Run 1, selected gate families:
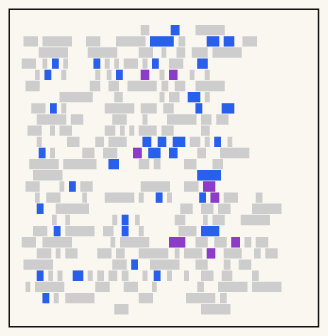
Run 1, M3 wires:
Bar = 20 µm. Cells faint in the background.
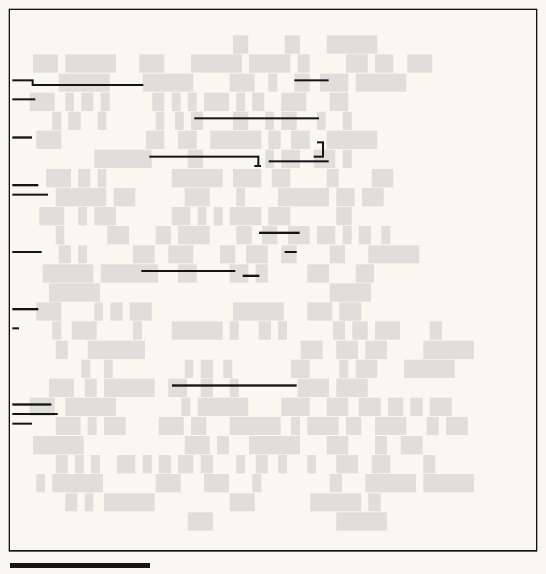
Run 1, signal wires on met2:
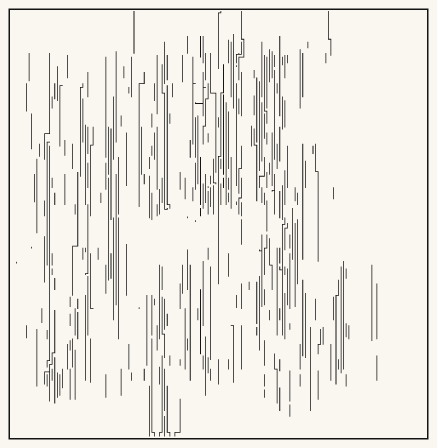
--- src/rtl/uart_tx_frame_if.sv ---
// Byte-request and serial-line bundle for the UART frame transmitter.
// The master drives the byte and its framing options, and the slave returns the line and busy.
interface uart_tx_frame_if #(
    parameter int DATA_WIDTH = 8,
    parameter int PRE_W      = 6
);
    logic [PRE_W-1:0]      prescale;
    logic [DATA_WIDTH-1:0] data_in;
    logic                  data_valid;
    logic                  par_en;
    logic                  par_typ;
    logic                  tx_out;
    logic                  busy;

    modport master (
        output prescale, data_in, data_valid, par_en, par_typ,
        input  tx_out, busy
    );

    modport slave (
        input  prescale, data_in, data_valid, par_en, par_typ,
        output tx_out, busy
    );
endinterface

--- src/rtl/uart_tx_frame.sv ---
// UART frame transmitter: start, LSB-first data, optional parity, stop.
// Each bit lasts the prescale value latched at acceptance, with a floor of 2 clocks.
//
// state  | meaning
// IDLE   | line high, waiting for data_valid
// START  | start bit (0)
// DATA   | data bit idx_q
// PARITY | parity bit (only if par_en latched)
// STOP   | stop bit (1)
module uart_tx_frame #(
    parameter int DATA_WIDTH = 8,
    parameter int PRE_W      = 6
) (
    input  logic          CLK,
    input  logic          RST,
    uart_tx_frame_if.slave bus
);
    localparam int IDX_W = (DATA_WIDTH > 1) ? $clog2(DATA_WIDTH) : 1;

    localparam logic [2:0] IDLE   = 3'd0;
    localparam logic [2:0] START  = 3'd1;
    localparam logic [2:0] DATA   = 3'd2;
    localparam logic [2:0] PARITY = 3'd3;
    localparam logic [2:0] STOP   = 3'd4;

    localparam logic [PRE_W-1:0] PRE_MIN  = PRE_W'(2);
    localparam logic [PRE_W-1:0] CNT_ONE  = PRE_W'(1);
    localparam logic [IDX_W-1:0] IDX_ONE  = IDX_W'(1);
    localparam logic [IDX_W-1:0] IDX_LAST = IDX_W'(DATA_WIDTH - 1);

    logic [2:0]            state_q,   state_d;
    logic [PRE_W-1:0]      bit_cnt_q, bit_cnt_d;
    logic [IDX_W-1:0]      idx_q,     idx_d;
    logic [DATA_WIDTH-1:0] data_q,    data_d;
    logic [PRE_W-1:0]      pre_q,     pre_d;
    logic                  par_en_q,  par_en_d;
    logic                  par_typ_q, par_typ_d;
    logic                  tx_q,      tx_d;
    logic                  busy_q,    busy_d;

    logic                  last_cycle;
    logic                  par_bit;
    logic [IDX_W-1:0]      idx_next;

    assign last_cycle = (bit_cnt_q == (pre_q - CNT_ONE));
    assign par_bit    = (^data_q) ^ par_typ_q;
    assign idx_next   = idx_q + IDX_ONE;

    // tx_d carries the level of the state being entered, so tx_out changes on
    // the same edge as the state and stays flat for the whole bit period.
    always_comb begin
        state_d   = state_q;
        bit_cnt_d = bit_cnt_q;
        idx_d     = idx_q;
        data_d    = data_q;
        pre_d     = pre_q;
        par_en_d  = par_en_q;
        par_typ_d = par_typ_q;
        tx_d      = tx_q;
        busy_d    = busy_q;

        case (state_q)
            IDLE: begin
                bit_cnt_d = '0;
                idx_d     = '0;
                tx_d      = 1'b1;
                busy_d    = 1'b0;
                if (bus.data_valid) begin
                    data_d    = bus.data_in;
                    par_en_d  = bus.par_en;
                    par_typ_d = bus.par_typ;
                    pre_d     = (bus.prescale < PRE_MIN) ? PRE_MIN : bus.prescale;
                    state_d   = START;
                    tx_d      = 1'b0;
                    busy_d    = 1'b1;
                end
            end
            START: begin
                if (last_cycle) begin
                    bit_cnt_d = '0;
                    state_d   = DATA;
                    tx_d      = data_q[0];
                end else begin
                    bit_cnt_d = bit_cnt_q + CNT_ONE;
                end
            end
            DATA: begin
                if (last_cycle) begin
                    bit_cnt_d = '0;
                    if (idx_q == IDX_LAST) begin
                        idx_d = '0;
                        if (par_en_q) begin
                            state_d = PARITY;
                            tx_d    = par_bit;
                        end else begin
                            state_d = STOP;
                            tx_d    = 1'b1;
                        end
                    end else begin
                        idx_d = idx_next;
                        tx_d  = data_q[idx_next];
                    end
                end else begin
                    bit_cnt_d = bit_cnt_q + CNT_ONE;
                end
            end
            PARITY: begin
                if (last_cycle) begin
                    bit_cnt_d = '0;
                    state_d   = STOP;
                    tx_d      = 1'b1;
                end else begin
                    bit_cnt_d = bit_cnt_q + CNT_ONE;
                end
            end
            STOP: begin
                if (last_cycle) begin
                    bit_cnt_d = '0;
                    state_d   = IDLE;
                    tx_d      = 1'b1;
                    busy_d    = 1'b0;
                end else begin
                    bit_cnt_d = bit_cnt_q + CNT_ONE;
                end
            end
            default: begin
                state_d   = IDLE;
                bit_cnt_d = '0;
                idx_d     = '0;
                tx_d      = 1'b1;
                busy_d    = 1'b0;
            end
        endcase
    end

    always_ff @(posedge CLK) begin
        if (RST) begin
            state_q   <= IDLE;
            bit_cnt_q <= '0;
            idx_q     <= '0;
            data_q    <= '0;
            pre_q     <= PRE_MIN;
            par_en_q  <= 1'b0;
            par_typ_q <= 1'b0;
            tx_q      <= 1'b1;
            busy_q    <= 1'b0;
        end else begin
            state_q   <= state_d;
            bit_cnt_q <= bit_cnt_d;
            idx_q     <= idx_d;
            data_q    <= data_d;
            pre_q     <= pre_d;
            par_en_q  <= par_en_d;
            par_typ_q <= par_typ_d;
            tx_q      <= tx_d;
            busy_q    <= busy_d;
        end
    end

    assign bus.tx_out = tx_q;
    assign bus.busy   = busy_q;
endmodule

--- src/flat_wrapper.sv ---
// flat-port wrapper written by rule: the top's interface ports become plain ports
module uart_tx_frame_flat 
#(
    parameter int DATA_WIDTH = 8,
    parameter int PRE_W      = 6
)
  (CLK, RST, bus_prescale, bus_data_in, bus_data_valid, bus_par_en, bus_par_typ, bus_tx_out, bus_busy);
  uart_tx_frame_if #(.DATA_WIDTH(DATA_WIDTH), .PRE_W(PRE_W)) bus_i ();
  input  logic CLK;
  input  logic RST;
  input wire logic [$bits(bus_i.prescale)-1:0] bus_prescale;
  input wire logic [$bits(bus_i.data_in)-1:0] bus_data_in;
  input wire logic [$bits(bus_i.data_valid)-1:0] bus_data_valid;
  input wire logic [$bits(bus_i.par_en)-1:0] bus_par_en;
  input wire logic [$bits(bus_i.par_typ)-1:0] bus_par_typ;
  output wire logic [$bits(bus_i.tx_out)-1:0] bus_tx_out;
  output wire logic [$bits(bus_i.busy)-1:0] bus_busy;
  assign bus_i.prescale = bus_prescale;
  assign bus_i.data_in = bus_data_in;
  assign bus_i.data_valid = bus_data_valid;
  assign bus_i.par_en = bus_par_en;
  assign bus_i.par_typ = bus_par_typ;
  assign bus_tx_out = bus_i.tx_out;
  assign bus_busy = bus_i.busy;
  uart_tx_frame #(.DATA_WIDTH(DATA_WIDTH), .PRE_W(PRE_W)) u_core (.CLK(CLK), .RST(RST), .bus(bus_i));
endmodule
--- config.mk ---
export PLATFORM = sky130hd
export DESIGN_NAME = uart_tx_frame_flat
export DESIGN_NICKNAME = d
export VERILOG_FILES = /design/src/rtl/uart_tx_frame_if.sv /design/src/rtl/uart_tx_frame.sv /design/src/flat_wrapper.sv
export SDC_FILE = /design/constraint.sdc
export NUM_CORES = 1
export LEC_CHECK = 0
export CAP_MARGIN = 20
export CELL_PAD_IN_SITES_DETAIL_PLACEMENT = 1
export CELL_PAD_IN_SITES_GLOBAL_PLACEMENT = 2
export CORE_AREA = 2 2 73 75
export CTS_BUF_LIST = sky130_fd_sc_hd__clkbuf_4
export DETAILED_ROUTE_END_ITERATION = 16
export DIE_AREA = 0 0 75 77
export GPL_ROUTABILITY_DRIVEN = 0
export PLACE_DENSITY = 0.78
export REMOVE_ABC_BUFFERS = 1
export SKIP_CTS_REPAIR_TIMING = 1
export SYNTH_ARGS = -nofsm -noshare
export SYNTH_HDL_FRONTEND = slang
export SYNTH_SLANG_ARGS = --single-unit
--- constraint.sdc ---
create_clock -name CLK -period 2.8 [get_ports CLK]
set_input_delay 0.84 -clock CLK [delete_from_list [all_inputs] [get_ports CLK]]
set_output_delay 0.84 -clock CLK [all_outputs]
set_load 0.05 [all_outputs]
==> git commit body, run 1 <==
Log flow metrics for this revision

* Worst hold stages: 2
- Share of the synthesized area in the top cell type: 36.5%
- Met1 track utilization from global routing: 19.5%
- The post-route netlist has 8.61% of its cells at a drive strength greater than 1.
- Most crowded layer after global routing: met2
* Hold crit path type: flop to flop
- The region available for standard cell placement spans 4980 µm².
* Cell type group with the largest total delay on the critical path: buffers and inverters
* Peak Freq: 430 MHz
* Pin count of the biggest net entering global routing: 23
- Together, buffers and inverters on the worst path number 1.
- For the worst-skew pair, the clock arrives at the later sink with an insertion delay of 0.32 ns.
- Timing analysis after detailed placement gives a worst setup slack of 0.439 ns.
- The smallest clock period supported by the final layout is computed as 2.33 ns.
- For this run, the post-layout net count is 233.
* Global-route wire length before repair: 7.12 mm
- Layout-stage area growth over the synthesis result: 18.5%
- Chip footprint: 5780 µm²
- Remaining global-route overflow: 0
- In this run the core area contains 26 standard-cell rows.
- The tree is rooted in a sky130_fd_sc_hd__clkbuf_4.
* Setup TNS: 0 ns
* Crit path arrival time: 1.49 ns
- Critical Path Start Type: flop
- Share of the cycle needed by the critical path after routing: 83.1%
- The routed layout reports a DRC error count of 0.
- Top fanout value on the critical path: 2
- Outcome: completed
- Number of CTS-inserted buffers: 5
* Clock transition at path regs: 0.09 ns
* Leakage Power: 0.687 nW
- The timing report shows that the slowest cell on the worst path is sky130_fd_sc_hd__clkdlybuf4s50_1.
- The report lists the cells along the critical path as clkdlybuf4s50_1.
- Number of clock sinks: 30
-- 'selected gate families' (at the start) --
family	color	cells
and/or cells	purple	8
aoi and oai cells	blue	36
combinational fraction of the cell area: 50.8%
Final Instance Count excl. Fillers: 279
most frequent standard cell in the layout excluding fill and tap cells: sky130_fd_sc_hd__nand2_1

-- 'M3 wires' (at the start) --
wire length on this layer	146 µm
longest straight run	17.5 µm
nets with wire on the layer	16
wirelength, routed: 4.19 mm
met3 global-route usage: 3.94%

-- 'signal wires on met2' (at the start) --
nets with wire on the layer	201
share of all routed wire	52%
main direction	vertical
wire length on this layer	2170 µm
longest straight run	38.6 µm
count of vias placed by the detailed router: 1467
global routing usage on met2: 27.1%

-- run 1: sequential cells by signal, summed over array words and instances (netlist names) --
register and cells:
u_core.bit_cnt_q 6, u_core.bus.busy 1, u_core.pre_q 6, u_core.par_en_q 1, u_core.par_typ_q 1, u_core.data_q 8
u_core.bus.tx_out 1, u_core.state_q 3, u_core.idx_q 3
-- run 1: cells by family (layout without fill, tap and decap cells) --
group | count (synthesis) | in the layout | synth area share, %
xor gates and xnor gates | 19 | 19 | 10.9
and+or+nand+nor | 76 | 76 | 22.9
muxes | 5 | 5 | 4.64
DFF | 30 | 30 | 36.5
adders and majority gates | 4 | 4 | 3.04
AOI/OAI and AO/OA | 43 | 43 | 18.7
buffers and inverters | 14 | 32 | 3.27
-- run 1: final cells by class --
type / instances / area [µm²] / share of cell area (%)
sequential: 30 / 601 / 30.8
clock inverter: 1 / 3.75 / 0.192
clock buffer: 5 / 37.5 / 1.92
timing repair buffer: 22 / 215 / 11.0
inverter: 4 / 15.0 / 0.769
tap: 70 / 87.6 / 4.49
multi-input combinational: 147 / 992 / 50.8
-- run 1: how the worst max path moves through the flow --
| stage | slack (ns) | cells past startpoint | endpoint | start |
|---|---|---|---|---|
| final | 0.47 | 1 | bus_tx_out | u_core.bus.tx_out |
| after global routing | 0.44 | 1 | bus_tx_out | u_core.bus.tx_out |
| after CTS | 0.46 | 1 | bus_tx_out | u_core.bus.tx_out |
| after detailed placement | 0.44 | 4 | u_core.pre_q[0] | bus_data_valid |
| after global placement | 0.53 | 4 | u_core.pre_q[0] | bus_data_valid |
| after floorplan | 0.80 | 7 | u_core.state_q[1] | u_core.pre_q[0] |
-- run 1: per-stage QoR --
step | hold WS [ns] | std cells | utilization [%] | power [mW] | area (µm²)
2_1_floorplan | 0.443 | 181 | - | 0.726 | 1610
3_3_place_gp | 0.456 | 273 | 38.4 | 0.824 | 1910
3_5_place_dp | 0.465 | 273 | 38.4 | 0.839 | 1910
4_1_cts | 0.479 | 279 | 39.2 | 1.07 | 1950
5_1_grt | 0.516 | 279 | 39.2 | 1.13 | 1950
6_report | 0.479 | 279 | 39.2 | 1.06 | 1950
-- run 1: report_power, final --
group          total [mW]  switching, mW  internal [mW]
Clock               0.230          0.145         0.0856
Sequential          0.501         0.0402          0.461
Combinational       0.325          0.182          0.143
Total                1.06          0.367          0.690
-- run 1: routing by layer --
| metal | vias up | part of all wire [%] |
|---|---|---|
| li1 | 721 | - |
| met1 | 713 | 43 |
| met2 | 28 | 52 |
| met3 | 5 | 3.5 |
| met4 | 0 | 1.4 |
| met5 | - | 0 |
Run 1, clock routing:
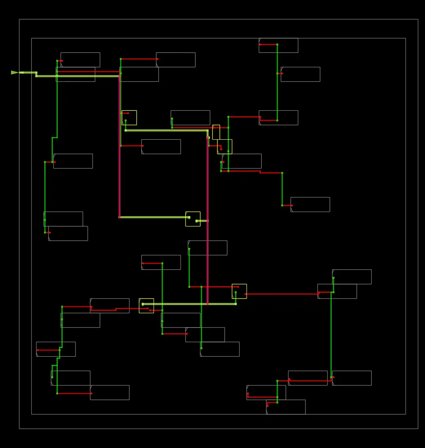

==> inputs of run 2 (changes only) <==
==> constraint.sdc (replaced) <==
create_clock -name CLK -period 2.3 [get_ports CLK]
set_input_delay 0.69 -clock CLK [delete_from_list [all_inputs] [get_ports CLK]]
set_output_delay 0.69 -clock CLK [all_outputs]
set_load 0.05 [all_outputs]
Run 2, clock routing:
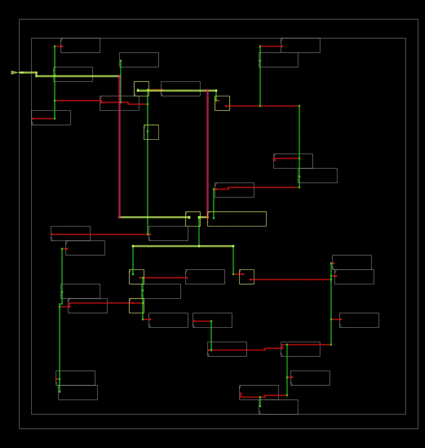
number of flip-flops and latches: 30
power attributed to the clock group: 444 µW
insertion delay of the later-clocked pin in the worst-skew pair: 0.33 ns

Run 2, selected gate families:
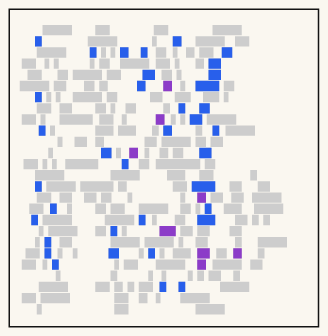
family	color	cells
and/or cells	purple	8
aoi and oai cells	blue	36
combinational fraction of the cell area: 48.6%
Final Instance Count excl. Fillers: 286

==> run 2 against run 1 <==
Final cell count increased by 2.5%. Routed wire length up 2.9%. Critical path type is now flop to flop. Cell area is 4.7% higher. Critical path depth grew 6. Highest routed layer unchanged. Clock-buffer cell count is 2 higher. Sequential share of layout area fell by 1.4 points. Global-route usage up 1.3 points. Clock skew increased by 0.0057 ns. Core utilization grew 1.8 points. Die area unchanged.
==> git commit body, run 2 <==
Log flow metrics for this revision

- Outcome: completed
* Number of nets in the finished design: 238 (+2.1%)
- The combinational share of power was 28.6% (-2.2 points).
* CTS root buf: sky130_fd_sc_hd__clkbuf_4
* Global-route wire length before repair: 7.70 mm (+8.1%)
* Remaining global-route overflow: 0 (unchanged)
- The core area was 4980 µm² (unchanged).
- Share of the cycle needed by the critical path after routing: 95.1%
- Portion of total power attributed to sequential cells: 41.2% (-6.2 points)
- The internal power is 1.00 mW (+45%).
* Layout-stage area growth over the synthesis result: 24.1%
- The area occupied by registers was 601 µm² (unchanged).
- Post-route worst hold slack: 0.482 ns (+0.00251 ns)
- Cell type group with the largest total delay on the critical path: AND-OR/OR-AND gates
- Share of the synthesized area in the top cell type: 36.5% (unchanged)
- Counting only logic cells after layout, the most numerous master is sky130_fd_sc_hd__nand2_1.
* Fraction of final layout cells with drive strength greater than 1: 12.0% (+3.4 points)
- Switching share of power: 31.7% (-3.0 points)
- The leakage power came to 0.738 nW (+7.5%).
- Setup TNS: 0 ns (unchanged)
- The combined area of the multi-input logic cells is 992 µm² (unchanged).
* Hold crit path type: flop to flop
- Total met3 wirelength after detailed routing: 126 µm (-13%)
Run 2, M3 wires:
Bar = 20 µm. Cells faint in the background.
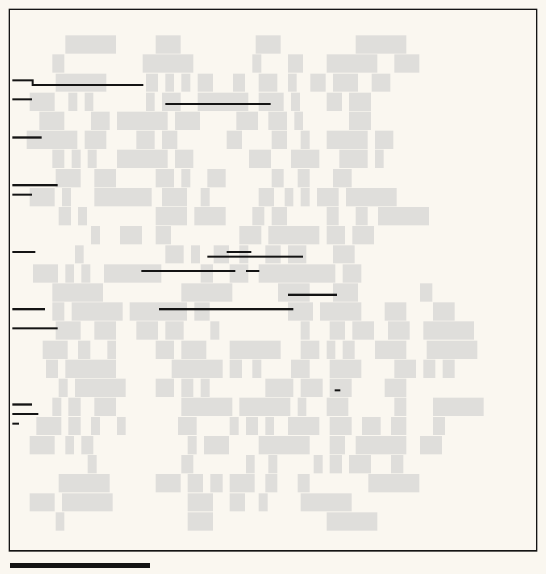
longest straight run	18.9 µm
nets with wire on the layer	15
wire length on this layer	126 µm
count of vias placed by the detailed router: 1483
met3 global-route usage: 4.20%
wirelength, routed: 4.31 mm

run 2: cell counts after synthesis:
Identical to the previous run, type by type.
run 2: kinds of logic after synthesis:
kind of cell               count (synthesis)  share of synthesized area (%)
and+or+nand+nor                           76                           22.9
AOI/OAI and AO/OA                         43                           18.7
DFF                                       30                           36.5
xor gates and xnor gates                  19                           10.9
buffers and inverters                     14                           3.27
muxes                                      5                           4.64
adders and majority gates                  4                           3.04
run 2: power by group through the flow:
| stage | Clock (mW) | Sequential, mW | Combinational, mW |
|---|---|---|---|
| after floorplan | 0 | 0.630 | 0.254 |
| after global placement | 0 | 0.614 | 0.412 |
| after detailed placement | 0 | 0.618 | 0.425 |
| after CTS | 0.459 | 0.606 | 0.427 |
| after global routing | 0.487 | 0.614 | 0.464 |
| final | 0.444 | 0.605 | 0.420 |
run 2: cell type report:
class	count	share of cell area (%)
tap	70	4.29
clock buffer	7	2.57
multi-input combinational	147	48.6
sequential	30	29.4
clock inverter	1	1.47
timing repair buffer	27	13.0
inverter	4	0.735
run 2: final timing paths:
path                                          end             from  cells after the start
worst max-delay path            u_core.state_q[1]  u_core.pre_q[0]                      7
worst min-delay path              u_core.pre_q[5]  u_core.pre_q[5]                      2
worst max register to register  u_core.state_q[1]  u_core.pre_q[0]                      7
worst min register to register    u_core.pre_q[5]  u_core.pre_q[5]                      2
run 2: through the flow:
stage / area (µm²) / cells
after floorplan: 1610 / 181
after global placement: 1960 / 278
after detailed placement: 1960 / 278
after CTS: 2040 / 286
after global routing: 2040 / 286
final: 2040 / 286
run 2: routing by layer:
metal | vias to the layer above | track usage (%)
met5 | - | 0
met1 | 725 | 20.8
met3 | 6 | 4.20
li1 | 729 | -
met2 | 23 | 29.5
met4 | 0 | 6.25
run 2: worst reg2reg max path, stage by stage, from the launching register on:
cell	delay [ns]
sky130_fd_sc_hd__dfxtp_1	0.36
sky130_fd_sc_hd__inv_1	0.08
sky130_fd_sc_hd__ha_1	0.17
sky130_fd_sc_hd__or3b_1	0.37
sky130_fd_sc_hd__a211oi_2	0.27
sky130_fd_sc_hd__nand3_2	0.19
sky130_fd_sc_hd__o41a_1	0.45
sky130_fd_sc_hd__o21a_1	0.19
Power is estimated from default activity; no workload was simulated.
